**config.mk**
```make
export PLATFORM = sky130hd
export DESIGN_NAME = dendrite_arbiter
export DESIGN_NICKNAME = d
export VERILOG_FILES = /design/src/rtl/dendrite_arbiter.sv
export SDC_FILE = /design/constraint.sdc
export NUM_CORES = 1
export LEC_CHECK = 0
export ABC_AREA = 0
export CAP_MARGIN = 0
export CORE_UTILIZATION = 45
export DETAILED_ROUTE_END_ITERATION = 8
export PLACE_DENSITY = 0.86
export SKIP_LAST_GASP = 1
export SLEW_MARGIN = 10
export SYNTH_ARGS = -nofsm -noshare
export SYNTH_HDL_FRONTEND = slang
export SYNTH_HIERARCHICAL = 1
export SYNTH_SLANG_ARGS = --single-unit
```
**constraint.sdc**
```tcl
create_clock -name clk -period 9.5 [get_ports clk]
set_input_delay 0.95 -clock clk [delete_from_list [all_inputs] [get_ports clk]]
set_output_delay 0.95 -clock clk [all_outputs]
set_load 0.005 [all_outputs]
```
**src/rtl/dendrite_arbiter.sv**
```systemverilog
// Arbiter that shares the dendrite accumulation unit between four synapse fire ports
// (round-robin) and the incoming-fire port (priority). Optional starvation guard: UCASPIAN_DEND_ARB_STARVE_GUARD_EN.

package dendrite_arbiter_pkg;
  typedef struct packed {
    logic [7:0] addr;
    logic [8:0] charge;
  } fire_t;
endpackage

module dendrite_arbiter_lane
  import dendrite_arbiter_pkg::*;
#(
  parameter int unsigned LANE  = 0,
  parameter int unsigned SEL_W = 2
) (
  input  logic [7:0]       addr,
  input  logic [7:0]       charge,
  input  logic [SEL_W-1:0] rr_ptr,
  input  logic             grant_syn,
  input  logic [SEL_W-1:0] sel,
  output fire_t            fire,
  output logic [SEL_W-1:0] rank,
  output logic             rdy
);
  // Rank is the lane's distance from the round-robin pointer; rank 0 is searched first.
  assign rank = SEL_W'(LANE) - rr_ptr;
  assign fire = '{addr: addr, charge: {charge[7], charge}};
  assign rdy  = grant_syn && (sel == SEL_W'(LANE));
endmodule

module dendrite_arbiter
  import dendrite_arbiter_pkg::*;
#(
  parameter int unsigned IN_BURST_MAX = 8
) (
  input  logic        clk,
  input  logic        reset,
  input  logic        enable,
  input  logic [31:0] syn_dend_addr,
  input  logic [31:0] syn_dend_charge,
  input  logic [3:0]  syn_dend_vld,
  output logic [3:0]  syn_dend_rdy,
  input  logic [7:0]  incoming_addr,
  input  logic [7:0]  incoming_charge,
  input  logic        incoming_vld,
  output logic        incoming_rdy,
  output logic [7:0]  dend_addr,
  output logic [8:0]  dend_charge,
  output logic        dend_vld,
  input  logic        dend_rdy,
  output logic        idle
);
  localparam int unsigned NUM_LANES = 4;
  localparam int unsigned SEL_W     = 2;

  typedef enum logic {IN_PRIO, SYN_FORCE} guard_state_e;

  logic [SEL_W-1:0] rr_ptr_q, rr_ptr_d;
  logic             dend_vld_q, dend_vld_d;
  fire_t            dend_q, dend_d;

  fire_t [NUM_LANES-1:0]            lane_fire;
  logic  [NUM_LANES-1:0][SEL_W-1:0] lane_rank;
  logic  [NUM_LANES-1:0]            lane_rdy;

  logic             syn_any;
  logic [SEL_W-1:0] syn_sel;
  logic [SEL_W-1:0] best_rank;
  logic             guard_force;
  logic             in_win;
  logic             can_load;
  logic             grant;
  logic             inc_grant;
  logic             syn_grant;
  fire_t            win_fire;

  for (genvar k = 0; k < NUM_LANES; k++) begin : g_lane
    dendrite_arbiter_lane #(.LANE(k), .SEL_W(SEL_W)) u_lane (
      .addr      (syn_dend_addr[8*k +: 8]),
      .charge    (syn_dend_charge[8*k +: 8]),
      .rr_ptr    (rr_ptr_q),
      .grant_syn (syn_grant),
      .sel       (syn_sel),
      .fire      (lane_fire[k]),
      .rank      (lane_rank[k]),
      .rdy       (lane_rdy[k])
    );
  end

  // First valid lane at or after rr_ptr, i.e. the valid lane with the smallest rank.
  always_comb begin
    syn_any   = 1'b0;
    syn_sel   = '0;
    best_rank = '1;
    for (int k = 0; k < NUM_LANES; k++) begin
      if (syn_dend_vld[k] && (!syn_any || lane_rank[k] < best_rank)) begin
        syn_any   = 1'b1;
        best_rank = lane_rank[k];
        syn_sel   = SEL_W'(k);
      end
    end
  end

  assign can_load  = !dend_vld_q || dend_rdy;
  assign in_win    = incoming_vld && !guard_force;
  assign grant     = enable && can_load && (in_win || syn_any);
  assign inc_grant = grant && in_win;
  assign syn_grant = grant && !in_win;
  assign win_fire  = in_win ? fire_t'{addr: incoming_addr, charge: {1'b0, incoming_charge}}
                            : lane_fire[syn_sel];

  // Readies are forced low while reset is held so upstream never sees a lost handshake.
  assign syn_dend_rdy = lane_rdy & {NUM_LANES{reset}};
  assign incoming_rdy = inc_grant & reset;

  always_comb begin
    dend_vld_d = dend_vld_q;
    dend_d     = dend_q;
    rr_ptr_d   = rr_ptr_q;
    if (grant) begin
      dend_vld_d = 1'b1;
      dend_d     = win_fire;
    end else if (can_load) begin
      dend_vld_d = 1'b0;
    end
    if (syn_grant) rr_ptr_d = syn_sel + SEL_W'(1);
  end

  always_ff @(posedge clk or negedge reset) begin
    if (!reset) begin
      dend_vld_q <= 1'b0;
      dend_q     <= '0;
      rr_ptr_q   <= '0;
    end else begin
      dend_vld_q <= dend_vld_d;
      dend_q     <= dend_d;
      rr_ptr_q   <= rr_ptr_d;
    end
  end

`ifdef UCASPIAN_DEND_ARB_STARVE_GUARD_EN
  guard_state_e state_q, state_d;
  logic [3:0]   burst_cnt_q, burst_cnt_d;

  // Force only bites while a synapse is actually waiting; otherwise incoming flows this cycle.
  assign guard_force = (state_q == SYN_FORCE) && syn_any;

  always_comb begin
    state_d     = state_q;
    burst_cnt_d = burst_cnt_q;
    if (enable) begin
      case (state_q)
        IN_PRIO: begin
          if (inc_grant && syn_any) begin
            burst_cnt_d = burst_cnt_q + 4'd1;
            if (burst_cnt_d == 4'(IN_BURST_MAX)) state_d = SYN_FORCE;
          end else if (syn_grant || !syn_any) begin
            burst_cnt_d = '0;
          end
        end
        SYN_FORCE: begin
          if (syn_grant || !syn_any) begin
            state_d     = IN_PRIO;
            burst_cnt_d = '0;
          end
        end
        default: state_d = IN_PRIO;
      endcase
    end
  end

  always_ff @(posedge clk or negedge reset) begin
    if (!reset) begin
      state_q     <= IN_PRIO;
      burst_cnt_q <= '0;
    end else begin
      state_q     <= state_d;
      burst_cnt_q <= burst_cnt_d;
    end
  end
`else
  // Strict incoming priority; the guard state is permanently IN_PRIO.
  assign guard_force = 1'b0;
`endif

  assign dend_vld    = dend_vld_q;
  assign dend_addr   = dend_q.addr;
  assign dend_charge = dend_q.charge;
  assign idle        = !dend_vld_q && !incoming_vld && !(|syn_dend_vld);

endmodule

```
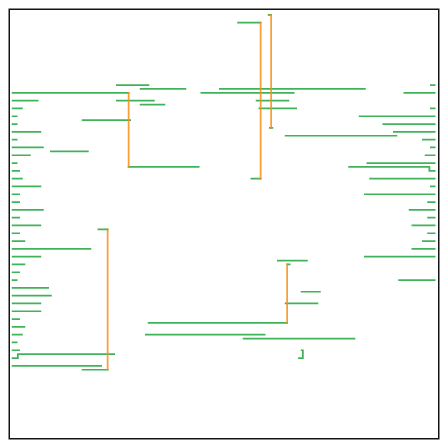
**Above:** signal wires by layer.
Only two layers are drawn.
- orange: M4 (wire length 94.5 um)
- green: M3 (wire length 496 um)

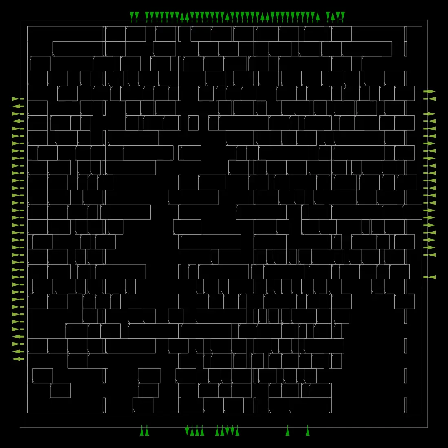
**Above:** cell placement.
num rows: 26
final cell count without fillers: 382
final cell utilization of the core: 59.09%
Filler cells: 453

==> notes.md <==
Status on the layout run. Global-route wire length before repair landed at 9901 um. After floorplanning, the core was sized to cover 0.005107 mm2. Per report_power, the Combinational row totals 535 uW. In this run the cell area of the synthesized design comes to 0.002374 mm2. In this run the static leakage power is 0.001131 uW.

The worst path needs 6.788 ns of the cycle, external delays included. For this run the detailed placement stage logged an HPWL of 4685 um. Once the clock tree was built, the setup fixing pass inserted 0 buffers. Endpoints with negative setup slack in the final report add up to 0. Max fanout on the critical path was recorded as 24. Non-clock buffer share of cell area landed at 37.40%. The final layout contains 404 nets. H-tree level count landed at 1.

The final timing summary puts the cycle share of the worst path at 71.45%. Number of enable-type register cells in the synthesized netlist landed at 0. Tool warning count landed at 26. Global routing finished with a remaining overflow of 0.

Clock tree synthesis inserted a total of 3 buffers. The library cells used most frequently in the layout, excluding fill and tap cells, are sky130_fd_sc_hd__clkdlybuf4s50_1 (112), sky130_fd_sc_hd__dfrtp_1 (20), sky130_fd_sc_hd__o21ai_0 (18), sky130_fd_sc_hd__nor3_1 (18), sky130_fd_sc_hd__o31ai_1 (18). Sorting the Yosys area breakdown by cell type puts at the top sky130_fd_sc_hd__buf_4. Fraction of standard cell area in multi-input logic landed at 39.64%. Power density over cell area landed at 256.8 mW/mm2.

Data arrives at the worst endpoint at 5.84 ns. Number of DRC violations after detailed-routing iteration 0 landed at 159. STA classifies the critical path endpoint as an output port. Data required time at the worst endpoint landed at 8.55 ns.

The non-clock inverters instantiated in the layout total 9. Grouping stages by cell kind, the critical path spends the most delay in AND-OR/OR-AND gates. Per the STA report, the cell with the highest stage delay on the worst path is sky130_fd_sc_hd__a211oi_4. Worst setup slack after placement landed at 2.731 ns.

Setup slack after layout landed at 2.712 ns. Together, buffers and inverters on the worst path number 3. Area growth from synthesis to layout landed at 27.15%. Worst-case headroom to the max-slew limit landed at 27.93%. For met1 alone, demand over resource in global routing was 28.73%. Fraction of power consumed by combinational cells landed at 69.1%. For this run, the detailed router's first-pass iteration total came to 4. Distinct cell type count of the synthesized netlist landed at 44. Routed metal-1 wirelength landed at 2542 um. The critical path is of the input port to output port type. Power attributed to the clock group is 88.8 uW. In the synthesized netlist, the cells that appear most often are sky130_fd_sc_hd__buf_4 (75), sky130_fd_sc_hd__dfrtp_1 (20), sky130_fd_sc_hd__nor3_1 (18), sky130_fd_sc_hd__o21ai_0 (18), sky130_fd_sc_hd__o31ai_1 (18). Number of buffers added to fix hold violations after cts landed at 0.

Layout cell share with drive strength beyond 1 landed at 9.615%. Multi-input combinational cell area landed at 0.001196 mm2. For reference, the final report shows the hold violation count at 0. The most frequently used library cell after synthesis is sky130_fd_sc_hd__buf_4. The number of antenna violations at the first check in global routing is 0. Post-synthesis instance total landed at 283. After detailed routing, the met3 layer carries 495 um of wire.

Aggregate global-route resource usage landed at 23.10%. TritonCTS built the clock tree. The layout stage reports a final design area of 0.003018 mm2. The number of nets in the synthesized netlist is 374.

Final setup skew landed at 0.01290 ns. Met2 wire length landed at 3320 um. After synthesis the netlist holds a flip-flop and latch count of 20.

113 I/O pins were placed. Looking at the group totals, the largest power group turns out to be combinational cells. Entering global routing, the biggest net connects 26 pins. After synthesis, the largest area contributor takes up 23.72% of total cell area. Overall power after layout landed at 774.9 uW. In the routed design, unresolved DRC markers number 0. Gates resized during post-CTS repair numbered 0. Nets still carrying antenna violations after routing amount to 0. The placement summary gives the final routability congestion estimate as 0.8785. Critical path's largest stage delay landed at 0.90 ns. The run finished with clean final reports.
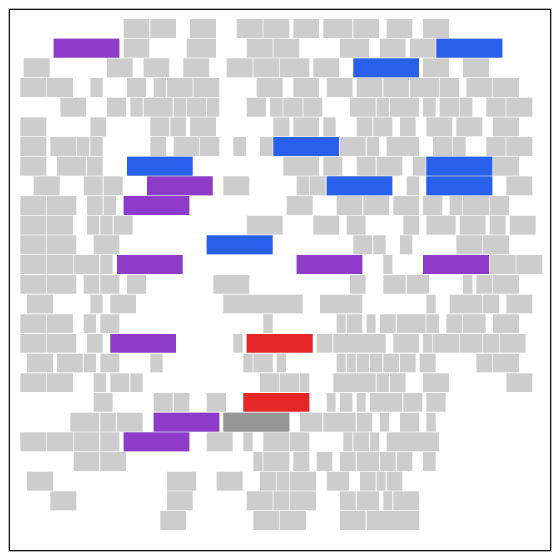
**Above:** register map, names as in the netlist.
- red: `rr_ptr_q` (flops 2)
- purple: `dend_charge` (flops 9)
- blue: `dend_addr` (flops 8)
- not colored: 1

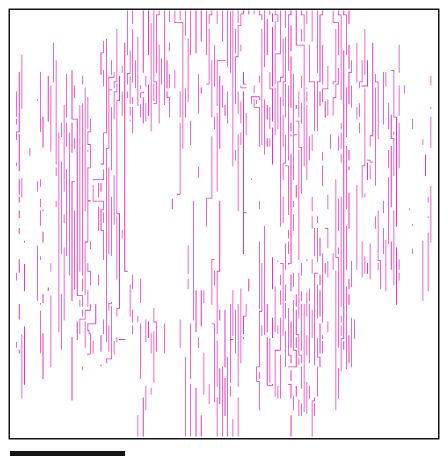
**Above:** met2 routing.
Scale bar: 20 um.
- main direction: vertical
- wire length on this layer: 3,320 um
- nets with wire on the layer: 343
- longest straight run: 50.1 um
- share of all routed wire: 51%
via count: 2,141
final wirelength: 6452 um
global routing usage on met2: 40.94%

-- cells by family (layout without fill, tap and decap cells) --
family / after synthesis / in the layout / synth area share (%)
and+or+nand+nor: 76 / 76 / 18.66
DFF: 20 / 20 / 21.09
muxes: 16 / 16 / 7.591
xor gates and xnor gates: 2 / 2 / 0.7381
adders and majority gates: 2 / 2 / 1.054
buffers and inverters: 97 / 126 / 28.52
AOI/OAI and AO/OA: 70 / 70 / 22.35
-- worst paths after layout --
check | slack (ns) | cells past startpoint | to
max in group asynchronous | 7.60 | 1 | dend_charge[2]
max | 2.71 | 17 | syn_dend_rdy[2]
min reg2reg | 0.51 | 2 | dend_charge[0]
min in group asynchronous | 1.25 | 1 | dend_charge[8]
max reg2reg | 4.64 | 14 | dend_charge[4]
min | 0.51 | 2 | dend_charge[0]
Power figures rest on the tool's default switching activity, not on a simulated workload.
